### Metal 1, run 1

(3 px per µm)
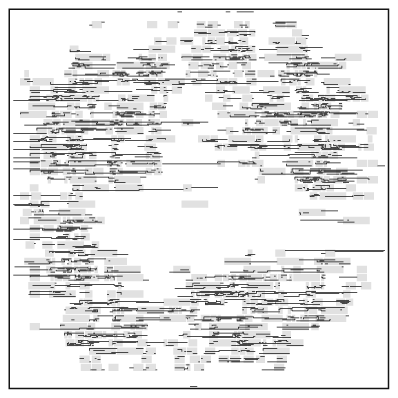
### Met2 routing, run 1

(4 px per µm)
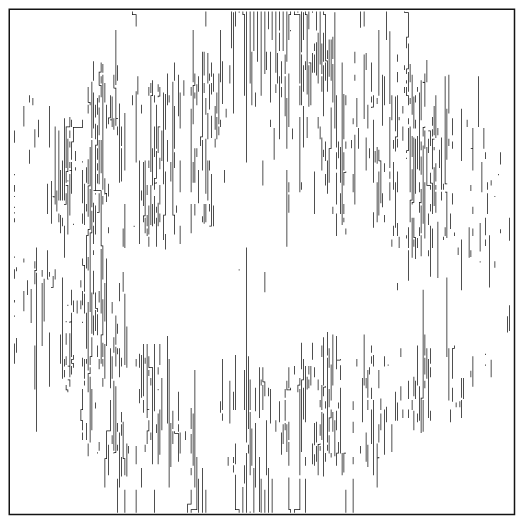
### Met3 routing, run 1

(2 px per µm)
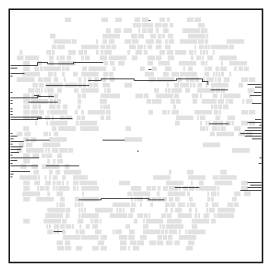
===== src/rtl/hazard_stall_controller.sv =====
// Load-use / NPU FIFO / cache hazard detection with stall-cause accounting counters
// and a sticky stall watchdog for the five-stage pipeline.
module hazard_stall_controller #(
  parameter int unsigned REG_W    = 5,
  parameter int unsigned LOAD_LAT = 1,
  parameter int unsigned NPU_CH   = 1,
  parameter int unsigned CNT_W    = 16,
  parameter int unsigned TIMEOUT  = 1024
) (
  input  logic              iClk,
  input  logic              iRstN,
  input  logic [REG_W-1:0]  iIdRegRs,
  input  logic [REG_W-1:0]  iIdRegRt,
  input  logic              iIdUsesRs,
  input  logic              iIdUsesRt,
  input  logic [REG_W-1:0]  iExRegRt,
  input  logic              iExMemRead,
  input  logic              iExRetCmd,
  input  logic [NPU_CH-1:0] iExNpuCfgOp,
  input  logic [NPU_CH-1:0] iExNpuEnqOp,
  input  logic [NPU_CH-1:0] iExNpuDeqOp,
  input  logic [NPU_CH-1:0] iNpuConfigFull,
  input  logic [NPU_CH-1:0] iNpuInputFull,
  input  logic [NPU_CH-1:0] iNpuOutputEmpty,
  input  logic              iInstrCacheValid,
  input  logic              iInstrCacheReady,
  input  logic              iDataCacheValid,
  input  logic              iDataCacheReady,
  input  logic              iCntClr,
  input  logic              iTimeoutClr,
  output logic              oStall,
  output logic              oBubble,
  output logic [2:0]        oStallCause,
  output logic [CNT_W-1:0]  oDataStallCnt,
  output logic [CNT_W-1:0]  oNpuStallCnt,
  output logic [CNT_W-1:0]  oCacheStallCnt,
  output logic [CNT_W-1:0]  oRunLen,
  output logic              oTimeout
);

  // With LOAD_LAT = 1 a single entry is still declared but never made valid.
  localparam int unsigned     SB_N    = (LOAD_LAT > 1) ? LOAD_LAT - 1 : 1;
  localparam bit              HAS_SB  = (LOAD_LAT > 1);
  localparam logic [CNT_W-1:0] CNT_MAX = '1;
  localparam logic [CNT_W-1:0] TO_PRE  = CNT_W'(TIMEOUT - 1);

  logic             ex_load_c;
  logic             rs_hit_c, rt_hit_c;
  logic             data_haz_c, npu_haz_c, cache_haz_c, stall_c, advance_c;

  logic [SB_N-1:0]  sb_vld_q, sb_vld_d;
  logic [REG_W-1:0] sb_reg_q [SB_N];
  logic [REG_W-1:0] sb_reg_d [SB_N];

  logic [CNT_W-1:0] data_cnt_q, data_cnt_d;
  logic [CNT_W-1:0] npu_cnt_q, npu_cnt_d;
  logic [CNT_W-1:0] cache_cnt_q, cache_cnt_d;
  logic [CNT_W-1:0] run_q, run_d;
  logic             timeout_q, timeout_d;

  function automatic logic [CNT_W-1:0] sat_inc(input logic [CNT_W-1:0] v);
    return (v == CNT_MAX) ? v : v + CNT_W'(1);
  endfunction

  assign ex_load_c = iExMemRead & ~iExRetCmd & (iExRegRt != '0);

  // Source match against the EX load and every pending scoreboard entry.
  always_comb begin
    rs_hit_c = ex_load_c && (iIdRegRs == iExRegRt);
    rt_hit_c = ex_load_c && (iIdRegRt == iExRegRt);
    for (int unsigned i = 0; i < SB_N; i++) begin
      if (sb_vld_q[i] && (sb_reg_q[i] == iIdRegRs)) rs_hit_c = 1'b1;
      if (sb_vld_q[i] && (sb_reg_q[i] == iIdRegRt)) rt_hit_c = 1'b1;
    end
    data_haz_c = (iIdUsesRs && rs_hit_c && (iIdRegRs != '0)) ||
                 (iIdUsesRt && rt_hit_c && (iIdRegRt != '0));
  end

  assign npu_haz_c   = |((iExNpuCfgOp & iNpuConfigFull) |
                         (iExNpuEnqOp & iNpuInputFull)  |
                         (iExNpuDeqOp & iNpuOutputEmpty));
  assign cache_haz_c = (iInstrCacheValid & ~iInstrCacheReady) |
                       (iDataCacheValid  & ~iDataCacheReady);
  assign stall_c     = data_haz_c | npu_haz_c | cache_haz_c;
  assign advance_c   = ~(npu_haz_c | cache_haz_c);

  assign oStall      = stall_c;
  assign oBubble     = data_haz_c & ~npu_haz_c & ~cache_haz_c;
  assign oStallCause = {cache_haz_c, npu_haz_c, data_haz_c};

  // Loads age only while the pipe moves; a frozen pipe keeps them in place.
  always_comb begin
    sb_vld_d = sb_vld_q;
    sb_reg_d = sb_reg_q;
    if (advance_c) begin
      sb_vld_d[0] = HAS_SB & ex_load_c;
      sb_reg_d[0] = iExRegRt;
      for (int unsigned i = 1; i < SB_N; i++) begin
        sb_vld_d[i] = sb_vld_q[i-1];
        sb_reg_d[i] = sb_reg_q[i-1];
      end
    end
  end

  always_comb begin
    data_cnt_d  = data_cnt_q;
    npu_cnt_d   = npu_cnt_q;
    cache_cnt_d = cache_cnt_q;
    if (iCntClr) begin
      data_cnt_d  = '0;
      npu_cnt_d   = '0;
      cache_cnt_d = '0;
    end else begin
      if (data_haz_c)  data_cnt_d  = sat_inc(data_cnt_q);
      if (npu_haz_c)   npu_cnt_d   = sat_inc(npu_cnt_q);
      if (cache_haz_c) cache_cnt_d = sat_inc(cache_cnt_q);
    end
    run_d     = stall_c ? sat_inc(run_q) : '0;
    timeout_d = timeout_q;
    if (iTimeoutClr) timeout_d = 1'b0;
    if (stall_c && (run_q == TO_PRE)) timeout_d = 1'b1;
  end

  always_ff @(posedge iClk or negedge iRstN) begin
    if (!iRstN) begin
      sb_vld_q <= '0;
      for (int unsigned i = 0; i < SB_N; i++) sb_reg_q[i] <= '0;
      data_cnt_q  <= '0;
      npu_cnt_q   <= '0;
      cache_cnt_q <= '0;
      run_q       <= '0;
      timeout_q   <= 1'b0;
    end else begin
      sb_vld_q    <= sb_vld_d;
      sb_reg_q    <= sb_reg_d;
      data_cnt_q  <= data_cnt_d;
      npu_cnt_q   <= npu_cnt_d;
      cache_cnt_q <= cache_cnt_d;
      run_q       <= run_d;
      timeout_q   <= timeout_d;
    end
  end

  assign oDataStallCnt  = data_cnt_q;
  assign oNpuStallCnt   = npu_cnt_q;
  assign oCacheStallCnt = cache_cnt_q;
  assign oRunLen        = run_q;
  assign oTimeout       = timeout_q;

endmodule


===== config.mk =====
export PLATFORM = sky130hd
export DESIGN_NAME = hazard_stall_controller
export DESIGN_NICKNAME = d
export VERILOG_FILES = /design/src/rtl/hazard_stall_controller.sv
export SDC_FILE = /design/constraint.sdc
export NUM_CORES = 1
export LEC_CHECK = 0
export CORE_MARGIN = 3
export CORE_UTILIZATION = 25
export DETAILED_ROUTE_END_ITERATION = 10
export PLACE_DENSITY = 0.56
export SYNTH_ARGS = -nofsm -noshare
export SYNTH_HDL_FRONTEND = slang
export SYNTH_SLANG_ARGS = --single-unit
export TNS_END_PERCENT = 10

===== constraint.sdc =====
create_clock -name iClk -period 1.8 [get_ports iClk]
set_input_delay 0.18 -clock iClk [delete_from_list [all_inputs] [get_ports iClk]]
set_output_delay 0.18 -clock iClk [all_outputs]
set_load 0.01 [all_outputs]

==> flow_metrics.tcl, run 1 <==
# collected from the flow reports
set metrics [dict create \
    ff_latch_area_mm2 0.00163 \
    gr-usage-all-layers_pct 14.2 \
    clockBufferDepth 2 \
    antenna_cells 0 \
    layout-drive-gt1-share_pct 27.3 \
    worst_pin_slew_ns 0.581 \
    nonClkBufAreaFrac_pct 29.4 \
    syn-num-nets 424 \
    cts.clk_slew.worst_paths_ns 0.05 \
    core_mm2 0.0140 \
    cp_data_required_time_ns 2.01 \
    cts_tree "yes" \
    area_dominant_class "logic gates" \
    fin_ws_ns -0.0888 \
    clkCellAreaFrac_pct 4.43 \
    gp_congestion 0.812 \
    post_cts_buffers 5 \
    logic_area_mm2 0.00204 \
    cts.htree.levels 3 \
    layout.cells.most_common_list "buf_4 (95), clkdlybuf4s50_1 (76), dfrtp_1 (64)" \
    finalSetupViolations 13 \
    portBuffers 102 \
    cts_sinks 65 \
    hold_viol_final 0 \
    crit_fanout 5 \
    status "finished, violations left" \
    cts_buffers 9 \
    critical_path_depth 7 \
    ys.flops 65 \
    synth_cell_type_count 52 \
    dpl_worst_slack_ns -0.730 \
    ys_seq_share_pct 45.2 \
    die_height_um 126 \
    slowest_stage "or4_4" \
    stdcell_area_mm2 0.00595 \
    violations "negative setup slack" \
    hold_path_class "input port to asynchronous set/reset pin" \
    openroad.warnings 29 \
]
-- 'Metal 1' (at the start) --
wire length on this layer: 4700 µm
nets with wire on the layer: 553
share of all routed wire: 44%

-- 'Met2 routing' (at the start) --
nets with wire on the layer: 558
longest straight run: 48.6 µm
wire length on this layer: 5420 µm

-- 'Met3 routing' (at the start) --
main direction: horizontal
wire length on this layer: 524 µm
share of all routed wire: 4.9%
longest straight run: 23.9 µm

==> run 1: per-stage QoR <==
stage	total power, µW	std cells	utilization, %	TNS [ns]
floorplan	1820	387	-	-1.13
detailed placement	2240	745	39.0	-20.63
finish	3850	767	42.6	-0.714
CTS	3870	765	41.4	-0.960
global route	4040	767	42.6	-2.90
global placement	2230	745	39.0	-18.95
==> run 1: state kept, by name (all words and copies together) (netlist names) <==
signal	cells
oCacheStallCnt	16
oTimeout	1
oRunLen	16
oNpuStallCnt	16
oDataStallCnt	16
==> run 1: layer usage <==
layer,up-vias,wire [µm],share of wire (%),GRT usage (%)
li1,1769,-,-,-
met1,1782,4700,44,17.2
met2,74,5420,50,23.6
met3,9,523,4.8,4.83
met4,0,144,1.3,4.67
met5,-,0,0,0
==> run 1: cells in the mapped netlist, types with 6 or more instances <==
master    instances  area share, %
a21oi_1          22            3.1
and3_1            8            1.4
clkbuf_1          6           0.63
dfrtp_1          65             45
inv_1            14            1.5
nand2_1          32            3.3
nand3_1          23            3.2
nand4_1          12            2.1
nor2_1           53            5.5
nor3_1           10            1.4
o21ai_0           9            1.3
o31ai_1           9            1.9
or3_1             9            1.6
or4_1             9            1.9
xnor2_1          24            5.8
xor2_1           20            4.9
==> run 1: cells by family (layout without fill, tap and decap cells) <==
kind of cell / count (synthesis) / after routing / share of synthesized area [%]
compound gates: 59 / 59 / 11.2
xor+xnor: 44 / 44 / 10.7
fa+ha+maj: 4 / 4 / 1.39
buf+inv: 28 / 228 / 3.79
flops: 65 / 65 / 45.2
mux: 4 / 4 / 1.15
simple gates: 183 / 183 / 26.5
==> run 1: power by group <==
group          switching [µW]  internal, µW
clock network             617           993
logic                     320           371
registers                36.4          1520
### Congestion heat map, run 1

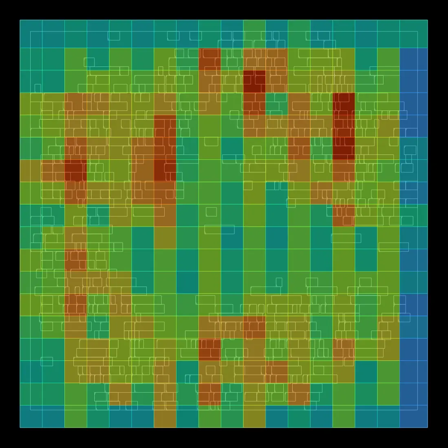

==> run 2: changes to the inputs <==
--- a/config.mk
+++ b/config.mk
@@ -8,7 +8,7 @@
 export CORE_MARGIN = 3
 export CORE_UTILIZATION = 25
 export DETAILED_ROUTE_END_ITERATION = 10
-export PLACE_DENSITY = 0.56
+export PLACE_DENSITY = 0.54
 export SYNTH_ARGS = -nofsm -noshare
 export SYNTH_HDL_FRONTEND = slang
 export SYNTH_SLANG_ARGS = --single-unit
==> constraint.sdc (replaced) <==
create_clock -name iClk -period 2 [get_ports iClk]
set_input_delay 0.3 -clock iClk [delete_from_list [all_inputs] [get_ports iClk]]
set_output_delay 0.3 -clock iClk [all_outputs]
set_load 0.01 [all_outputs]
### Congestion heat map, run 2

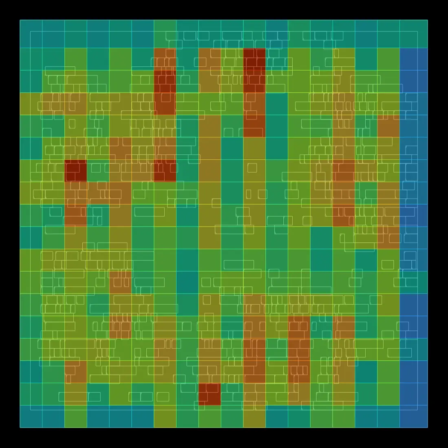
M1 GR Usage: 16.6%
Top Usage Layer GRT: met2
detailed-route wire length per cell: 14.2 µm

==> run 2 against run 1 <==
The flow now finishes without violations. Synthesized cell count did not move. Global-route usage decreased by 0.90 points. Clock power shrank 3%. Via count down 2.4%. Worst hold slack gained 0.14 ns. Worst setup slack better by 0.12 ns. Largest power group unchanged.
==> flow_metrics.tcl, run 2 <==
# collected from the flow reports
set metrics [dict create \
    status "completed" \
    cts.htree.levels 3 \
    antenna_cells 0 \
    openroad.warnings 28 \
    cts.clk_slew.worst_paths_ns 0.06 \
    fa_ha_area_share_pct 1.39 \
    hold_viol_final 0 \
    aoi_share_pct 11.2 \
    layout.cells.most_common_list "clkdlybuf4s50_1 (76), buf_4 (66), dfrtp_1 (65)" \
    ys_sh_xor_pct 10.7 \
    synth_cell_type_count 52 \
    clockBufferDepth 2 \
    cts_buffers 9 \
    met3_length_um 499 \
    p_comb_uw 581 \
    core_mm2 0.0140 \
    gp_congestion 0.792 \
    intPower_uw 2670 \
    synthTopCellsByCount "dfrtp_1 (65), nor2_1 (53), nand2_1 (32), xnor2_1 (24), nand3_1 (23)" \
    crit_fanout 3 \
    p_seq_uw 1400 \
    cts_sinks 65 \
    gr-usage-met2_pct 22.0 \
    portBuffers 102 \
    clkPwrFrac_pct 44.1 \
    synthSimpleGateAreaFrac_pct 26.5 \
    hold_path_class "input port to asynchronous set/reset pin" \
    use_met3_pct 3.86 \
    post_cts_buffers 3 \
    fin_setup_tns_ns 0 \
    p_seq_share_pct 39.5 \
    ys_seq_share_pct 45.2 \
    slowest_stage "a211oi_4" \
]
### Metal 1, run 2

(3 px per µm)
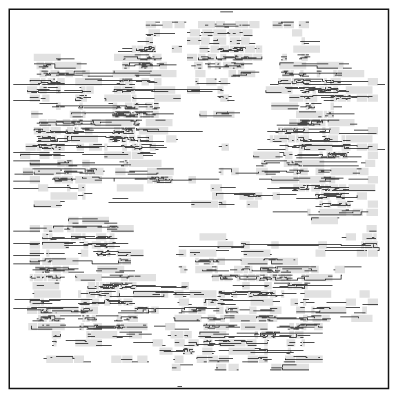
main direction: horizontal
longest straight run: 35.9 µm
Routed WL: 10.5 mm
Vias: 3547

[run 2: cell counts after synthesis]
No cell type changed its count.
[run 2: worst paths after layout]
check | startpoint | endpoint | slack (ns) | cells after the start
setup / recovery | iExRegRt[4] | oStallCause[0] | 0.03 | 8
hold reg to reg | oTimeout$_DFFE_PN0P_ | oTimeout$_DFFE_PN0P_ | 0.54 | 2
max in group asynchronous | iRstN | oDataStallCnt[12]$_DFFE_PN0P_ | 1.17 | 3
hold / removal | iRstN | oCacheStallCnt[12]$_DFFE_PN0P_ | 0.52 | 3
setup reg to reg | oDataStallCnt[2]$_DFFE_PN0P_ | oDataStallCnt[2]$_DFFE_PN0P_ | 0.10 | 7
min in group iClk | oTimeout$_DFFE_PN0P_ | oTimeout$_DFFE_PN0P_ | 0.54 | 2
[run 2: final cells by class]
class                      instances  area, µm²  share of cell area [%]
clock buffer                      13        250                    4.36
clock inverter                     3       40.0                   0.698
inverter                          14       55.1                   0.960
multi-input combinational        294       1940                    33.8
sequential                        65       1630                    28.4
tap                              180        225                    3.93
timing repair buffer             173       1600                    27.9
[run 2: through the flow]
stage                     hold slack, ns  cells  instance area (µm²)  utilization (%)  worst slack [ns]
after floorplan                  0.00441    387                 3600                -            0.0490
after global placement             0.353    716                 5240             37.4            -0.758
after detailed placement           0.357    716                 5240             37.4            -0.747
after CTS                          0.535    736                 5590             39.9            -0.120
after global routing               0.567    742                 5730             41.0           -0.0274
final                              0.520    742                 5730             41.0            0.0293
[run 2: worst max-delay path: cells and delay by family]
kind	cells	cell delay, ns
AND-OR/OR-AND	2	0.41
AND/OR/NAND/NOR	1	0.17
XOR/XNOR	1	0.16
buffers and inverters	4	0.63
### Met2 routing, run 2

(4 px per µm)
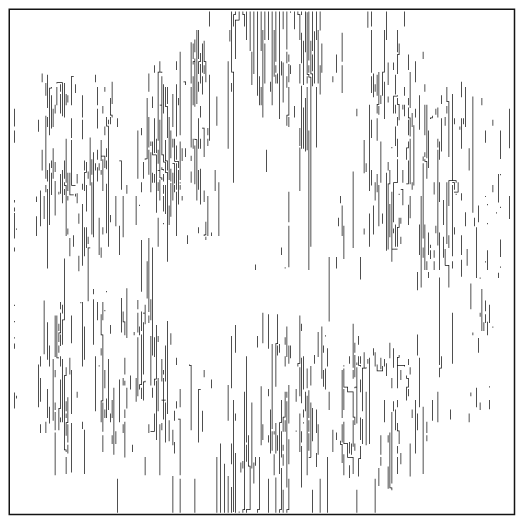

==> run 3: changes to the inputs <==
--- a/config.mk
+++ b/config.mk
@@ -6,9 +6,9 @@
 export NUM_CORES = 1
 export LEC_CHECK = 0
 export CORE_MARGIN = 3
-export CORE_UTILIZATION = 25
+export CORE_UTILIZATION = 48
 export DETAILED_ROUTE_END_ITERATION = 10
-export PLACE_DENSITY = 0.54
+export PLACE_DENSITY = 0.88
 export SYNTH_ARGS = -nofsm -noshare
 export SYNTH_HDL_FRONTEND = slang
 export SYNTH_SLANG_ARGS = --single-unit
### Met2 routing, run 3

(4 px per µm)
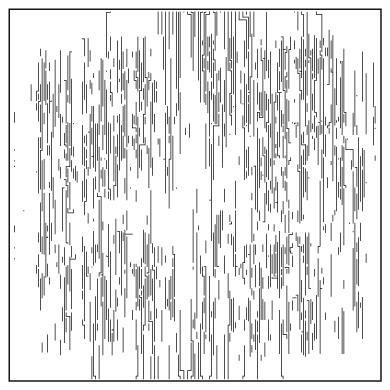
main direction: vertical
wire length on this layer: 5340 µm
nets with wire on the layer: 525
share of all routed wire: 53%
Routed WL: 10.1 mm
met2 Use GR: 41.0%
Vias: 3568

==> run 3 against run 2 <==
Via count rose by 0.59%. Clock skew rose by 0.0059 ns. Global-route usage rose by 10 points. Final cell count fell by 14%. Largest power group is now sequential cells. Non-clock buffer count fell by 17. Die size fell by 46%. Critical endpoint is now oDataStallCnt[3]$_DFFE_PN0P_.
==> flow_metrics.tcl, run 3 <==
# collected from the flow reports
set metrics [dict create \
    timing.rr.start "oDataStallCnt[4]$_DFFE_PN0P_" \
    crit_fanout 25 \
    openroad.warnings 28 \
    synthTopCellsByCount "dfrtp_1 (65), nor2_1 (53), nand2_1 (32), xnor2_1 (24), nand3_1 (23)" \
    p_seq_share_pct 46.1 \
    fin_util_pct 76.6 \
    placed_cell_area_mm2 0.00498 \
    yosysCellCount 387 \
    instances_no_fill 641 \
    layout.cells.most_common_list "clkdlybuf4s50_1 (76), dfrtp_1 (64), nor2_1 (52)" \
    cts_buffers 9 \
    clockBufferDepth 2 \
    overflow 0 \
    antenna_cells 0 \
    hold_viol_final 0 \
    startpoint "iExRegRt[3]" \
    holdWs_ns 0.524 \
    critical_path_class "input port to flip-flop" \
    dp_cells 613 \
    cts.htree.levels 3 \
    ys_seq_share_pct 45.2 \
    rrSetupSlack_ns 0.04 \
    status "completed" \
    fin_setup_tns_ns 0 \
    p_seq_uw 1420 \
    intPower_uw 2250 \
    synth_cell_type_count 52 \
    cts_sinks 65 \
    core_mm2 0.00702 \
    crit_path_end "oDataStallCnt[3]$_DFFE_PN0P_" \
    r2r-end "oDataStallCnt[2]$_DFFE_PN0P_" \
    portBuffers 102 \
    reg2reg_depth 7 \
    timing.final.crit_period_ns 1.99 \
    stdcell_area_mm2 0.00538 \
    cts.clk_slew.worst_paths_ns 0.08 \
    comb_power_share_pct 16.7 \
    synth_area_mm2 0.00360 \
    drv_slew 0 \
    hold_path_class "input port to asynchronous set/reset pin" \
]
### Met3 routing, run 3

(3 px per µm)
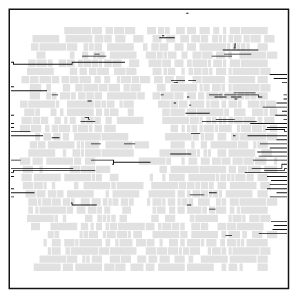
wire length on this layer: 521 µm
longest straight run: 27.1 µm
share of all routed wire: 5.1%
met3 Use GR: 4.71%

[run 3: cell types whose count changed in the layout (fill, tap and decap cells not counted), moves of 5 or more]
| cell | before | now |
|---|---|---|
| dlygate4sd2_1 | 8 | 17 |
| clkbuf_16 | 9 | 0 |
| clkdlybuf4s15_1 | 6 | 0 |
| dlymetal6s2s_1 | 8 | 3 |
| a21oi_2 | 5 | 10 |
| buf_4 | 66 | 49 |
| clkbuf_8 | 1 | 10 |
[run 3: worst max-delay path: stages]
cell and delay, ns:
dlygate4sd2_1 0.28, xor2_1 0.17, nor4_1 0.23, and3_1 0.24, buf_4 0.13, buf_4 0.10
nor2_4 0.09, or4_1 0.55, a21oi_2 0.14
[run 3: kinds of logic after synthesis]
kind of cell             count (synthesis)  share of synthesized area [%]
flip-flops                              65                           45.2
multiplexers                             4                           1.15
AND-OR/OR-AND                           59                           11.2
buffers and inverters                   28                           3.79
adder cells (fa/ha/maj)                  4                           1.39
XOR/XNOR                                44                           10.7
AND/OR/NAND/NOR                        183                           26.5
[run 3: layout make-up]
type                    count  area, µm²
repair buffers            156       1420
clock inverters             6       67.6
multi-input cells         294       1960
flip-flops and latches     65       1630
fillers                   498       1640
well taps                  96        120
clock buffers              10        138
inverters                  14       52.6
[run 3: metal layers]
layer	routed length (µm)	global-route usage, %	up-vias
li1	-	-	1683
met1	4100	28.8	1748
met2	5340	41.0	119
met3	520	4.71	18
met4	163	7.80	0
met5	0	0	-
[run 3: timing repair]
| item | in CTS | in global routing |
|---|---|---|
| hold buffers | 1 | 0 |
| resized | 36 | 37 |
| pin swaps | 10 | 13 |
| setup buffers | 6 | 5 |
| hold endpoints to repair | 65 | 0 |
| cloned | 0 | 0 |
| endpoints found under the setup margin | 21 | 30 |
Power is estimated from default activity; no workload was simulated.
